Clock distribution:
Scale bar: 20 um.
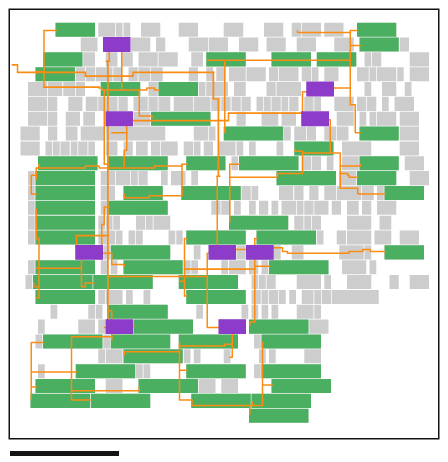
Logic cells by family:
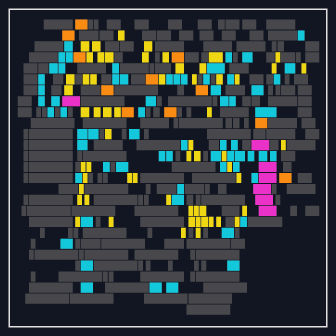
Sequential cells grouped by signal name:
Other sequential cells in the stronger gray, the rest of the logic in the fainter gray.
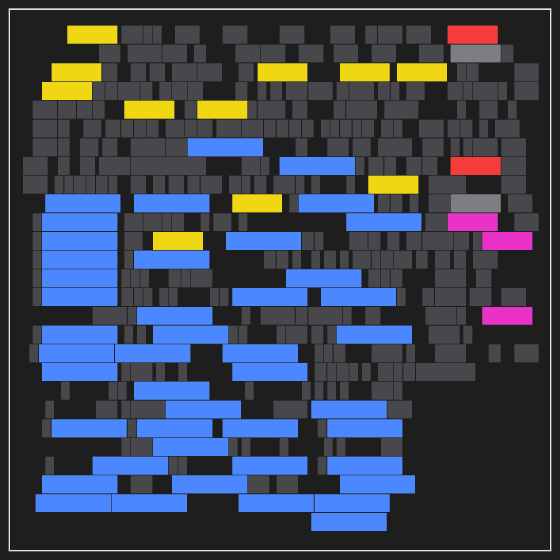
<file path="src/rtl/pc_sequencer.sv">
// Program-counter controller: the PC register, a small return-address stack and a
// run/halt/fault state machine that gates all PC movement.
module pc_sequencer #(
    parameter int ADDRESS_WIDTH = 11,
    parameter int STACK_DEPTH   = 4,
    parameter logic [ADDRESS_WIDTH-1:0] RESET_ADDRESS = {ADDRESS_WIDTH{1'b0}}
) (
    input  logic                               clk,
    input  logic                               reset_n,
    input  logic                               start,
    input  logic                               halt,
    input  logic                               step,
    input  logic                               jump,
    input  logic                               call,
    input  logic                               ret,
    input  logic [ADDRESS_WIDTH-1:0]           target,
    output logic [ADDRESS_WIDTH-1:0]           pc_out,
    output logic                               running,
    output logic                               fault,
    output logic [$clog2(STACK_DEPTH+1)-1:0]   depth
);

    localparam int DW = $clog2(STACK_DEPTH + 1);
    localparam logic [DW-1:0] DEPTH_FULL = DW'(STACK_DEPTH);
    localparam logic [DW-1:0] DEPTH_ONE  = DW'(1);

    typedef enum logic [1:0] {
        ST_IDLE  = 2'd0,
        ST_RUN   = 2'd1,
        ST_HALT  = 2'd2,
        ST_FAULT = 2'd3
    } state_t;

    state_t                   state_r;
    state_t                   state_nxt_s;
    logic [ADDRESS_WIDTH-1:0] pc_r;
    logic [ADDRESS_WIDTH-1:0] pc_nxt_s;
    logic [ADDRESS_WIDTH-1:0] inc_s;
    logic [ADDRESS_WIDTH-1:0] top_s;
    logic [DW-1:0]            depth_r;
    logic [DW-1:0]            depth_nxt_s;
    logic                     push_s;
    logic                     running_r;
    logic                     fault_r;
    logic [ADDRESS_WIDTH-1:0] stack_r [STACK_DEPTH];

    // Carry is discarded, so the max address wraps to zero (also for pushed returns).
    assign inc_s = pc_r + ADDRESS_WIDTH'(1);

    // Top-of-stack read: the entry just below the occupancy pointer.
    always_comb begin
        top_s = {ADDRESS_WIDTH{1'b0}};
        for (int i = 0; i < STACK_DEPTH; i++) begin
            if (depth_r == DW'(i + 1)) begin
                top_s = stack_r[i];
            end else begin
                top_s = top_s;
            end
        end
    end

    // Next-state and datapath decisions; in RUN one action per cycle, halt first.
    always_comb begin
        state_nxt_s = state_r;
        pc_nxt_s    = pc_r;
        depth_nxt_s = depth_r;
        push_s      = 1'b0;
        case (state_r)
            ST_IDLE: begin
                if (start) begin
                    state_nxt_s = ST_RUN;
                end else begin
                    state_nxt_s = ST_IDLE;
                end
            end
            ST_RUN: begin
                if (halt) begin
                    state_nxt_s = ST_HALT;
                end else if (ret) begin
                    if (depth_r != {DW{1'b0}}) begin
                        pc_nxt_s    = top_s;
                        depth_nxt_s = depth_r - DEPTH_ONE;
                    end else begin
                        state_nxt_s = ST_FAULT;
                    end
                end else if (call) begin
                    if (depth_r < DEPTH_FULL) begin
                        push_s      = 1'b1;
                        pc_nxt_s    = target;
                        depth_nxt_s = depth_r + DEPTH_ONE;
                    end else begin
                        state_nxt_s = ST_FAULT;
                    end
                end else if (jump) begin
                    pc_nxt_s = target;
                end else if (step) begin
                    pc_nxt_s = inc_s;
                end else begin
                    pc_nxt_s = pc_r;
                end
            end
            ST_HALT: begin
                if (start && !halt) begin
                    state_nxt_s = ST_RUN;
                end else begin
                    state_nxt_s = ST_HALT;
                end
            end
            ST_FAULT: begin
                state_nxt_s = ST_FAULT;
            end
            default: begin
                state_nxt_s = ST_FAULT;
            end
        endcase
    end

    // State, PC, stack and registered status flags; reset discards the stack.
    always_ff @(posedge clk) begin
        if (!reset_n) begin
            state_r   <= ST_IDLE;
            pc_r      <= RESET_ADDRESS;
            depth_r   <= {DW{1'b0}};
            running_r <= 1'b0;
            fault_r   <= 1'b0;
            for (int i = 0; i < STACK_DEPTH; i++) begin
                stack_r[i] <= {ADDRESS_WIDTH{1'b0}};
            end
        end else begin
            state_r   <= state_nxt_s;
            pc_r      <= pc_nxt_s;
            depth_r   <= depth_nxt_s;
            running_r <= (state_nxt_s == ST_RUN);
            fault_r   <= (state_nxt_s == ST_FAULT);
            for (int i = 0; i < STACK_DEPTH; i++) begin
                if (push_s && (depth_r == DW'(i))) begin
                    stack_r[i] <= inc_s;
                end
            end
        end
    end

    assign pc_out  = pc_r;
    assign depth   = depth_r;
    assign running = running_r;
    assign fault   = fault_r;

endmodule

</file>
<file path="config.mk">
export PLATFORM = sky130hd
export DESIGN_NAME = pc_sequencer
export DESIGN_NICKNAME = d
export VERILOG_FILES = /design/src/rtl/pc_sequencer.sv
export SDC_FILE = /design/constraint.sdc
export NUM_CORES = 1
export LEC_CHECK = 0
export CAP_MARGIN = 20
export CORE_MARGIN = 1.5
export CORE_UTILIZATION = 55
export DETAILED_ROUTE_END_ITERATION = 7
export PLACE_DENSITY = 0.77
export SLEW_MARGIN = 20
export SYNTH_ARGS = -nofsm -noshare
export SYNTH_HDL_FRONTEND = slang
export SYNTH_SLANG_ARGS = --single-unit
</file>
<file path="constraint.sdc">
create_clock -name clk -period 6 [get_ports clk]
set_input_delay 1.8 -clock clk [delete_from_list [all_inputs] [get_ports clk]]
set_output_delay 1.8 -clock clk [all_outputs]
set_load 0.005 [all_outputs]
</file>
==> run notes <==
flow finished, numbers: Post-Place Worst Slack=1.46 ns, Nets at Floorplan=347, status=completed, min cycle time layout=4.22 ns, # Post-CTS Setup Buffers=0, Log Warnings=30, Sink Count=62, Yosys chip area=3130 sq um, measured slew at the worst slew-check pin=0.942 ns, met2 Track Usage GR=42.1%, worst ir drop on vdd=193 uV, layout cells sized above 1=6.57%, Synth Register Bits=62, GR Util met1=33.0%, synth unique cells=40, Cells after DPL=406, Largest cells by area=edfxtp_1 (42%), dfxtp_1 (12%), nor2_1 (7.6%), fin. max-slew vios=0, wire per inst=17.1 um, WP data required=5.96 ns, Final Net Count=371, sequential fraction of the synthesis area=53.8%, synthesized area=3130 sq um, vias in the first global route=2362, Synth area leader=edfxtp_1, Worst setup SP type=input port, CP Data Arrival Time=4.19 ns, wl on met1=2.96 mm, DRT iter0 DRCs=214, Post-CTS Resized=0, top_reg_cell synth=edfxtp_1, Ys Warns=0, # Max-Cap Violations=0, DRC=0, setup_tns=0 ns, DIE WIDTH=78.4 um, PD cells=251 nW/um^2, DRT Wirelength=7.23 mm, Syn Inst Count=321, HP Class=register to register, Mean Syn Cell Area=9.74 sq um, Biggest register=stack_r, drt first pass iters=5, DP HPWL=4.91 mm
Back to the opening pictures, 'clock distribution':
[orange] clock wires | length: 781 um
[purple] cells driving clock nets | count: 9
[green] flip-flops | count: 62
routed clock nets	10

Back to the opening pictures, 'logic cells by family':
color	family	cells	most used
orange	XOR/XNOR gates	11	xnor2_1
yellow	NAND gates	59	nand2_1
magenta	adder and majority cells	7	ha_1
cyan	inverting AOI/OAI gates	64	a21oi_1

Back to the opening pictures, 'sequential cells grouped by signal name':
color	netlist name	sequential cells
yellow	pc_out	11
magenta	depth	3
red	state_r	2
blue	stack_r	44

==> path summary, 6_finish.rpt <==
check	start	endpoint	slack, ns	cells after the start
min	state_r[0]	fault	0.49	1
max	ret	stack_r[0][1]	1.78	6
min reg2reg	state_r[0]	fault	0.49	1
max reg2reg	depth[2]	pc_out[10]	3.28	7
==> cells in the mapped netlist (2+ instances only) <==
cell type  number
buf_4           2
nand4_1         9
o211a_1         2
o211ai_1        7
edfxtp_1       44
and3_1          2
nor2_1         63
nand2_1        32
dfxtp_1        18
o21ai_1         7
a31oi_1         6
a21oi_1        16
and2_1          4
a211oi_1        2
nor3_1          6
xnor2_1         7
o21ai_0        12
inv_1           7
xor2_1          4
ha_1            7
a21o_1          4
a221oi_1       10
clkbuf_1       12
nand3_1        17
buf_2           6
==> area by class of cell <==
| cell class | count | area share [%] |
|---|---|---|
| sequential | 62 | 46.3 |
| clock inverter | 5 | 1.38 |
| clock buffer | 11 | 3.61 |
| tap | 72 | 2.48 |
| timing repair buffer | 34 | 9.23 |
| inverter | 7 | 0.723 |
| multi-input combinational | 231 | 36.3 |
==> power breakdown <==
part / total [mW] / internal, mW / switching (mW)
logic: 0.0812 / 0.0350 / 0.0462
clock network: 0.347 / 0.189 / 0.158
registers: 0.486 / 0.474 / 0.0119
==> cells by family after synthesis <==
| family | share of synthesized area, % |
|---|---|
| fa+ha+maj | 2.80 |
| compound gates | 15.6 |
| mux | 0.360 |
| flops | 53.8 |
| simple gates | 20.2 |
| xor+xnor | 3.08 |
| buf+inv | 4.08 |
==> critical path, cell delays in order <==
cell and delay (ns):
clkdlybuf4s50_1 1.02, inv_1 0.39, and3_1 0.32, and2_1 0.24
nand2_1 0.10, nand2_1 0.30
No activity file was given, so power comes from the tool's default toggle rates.
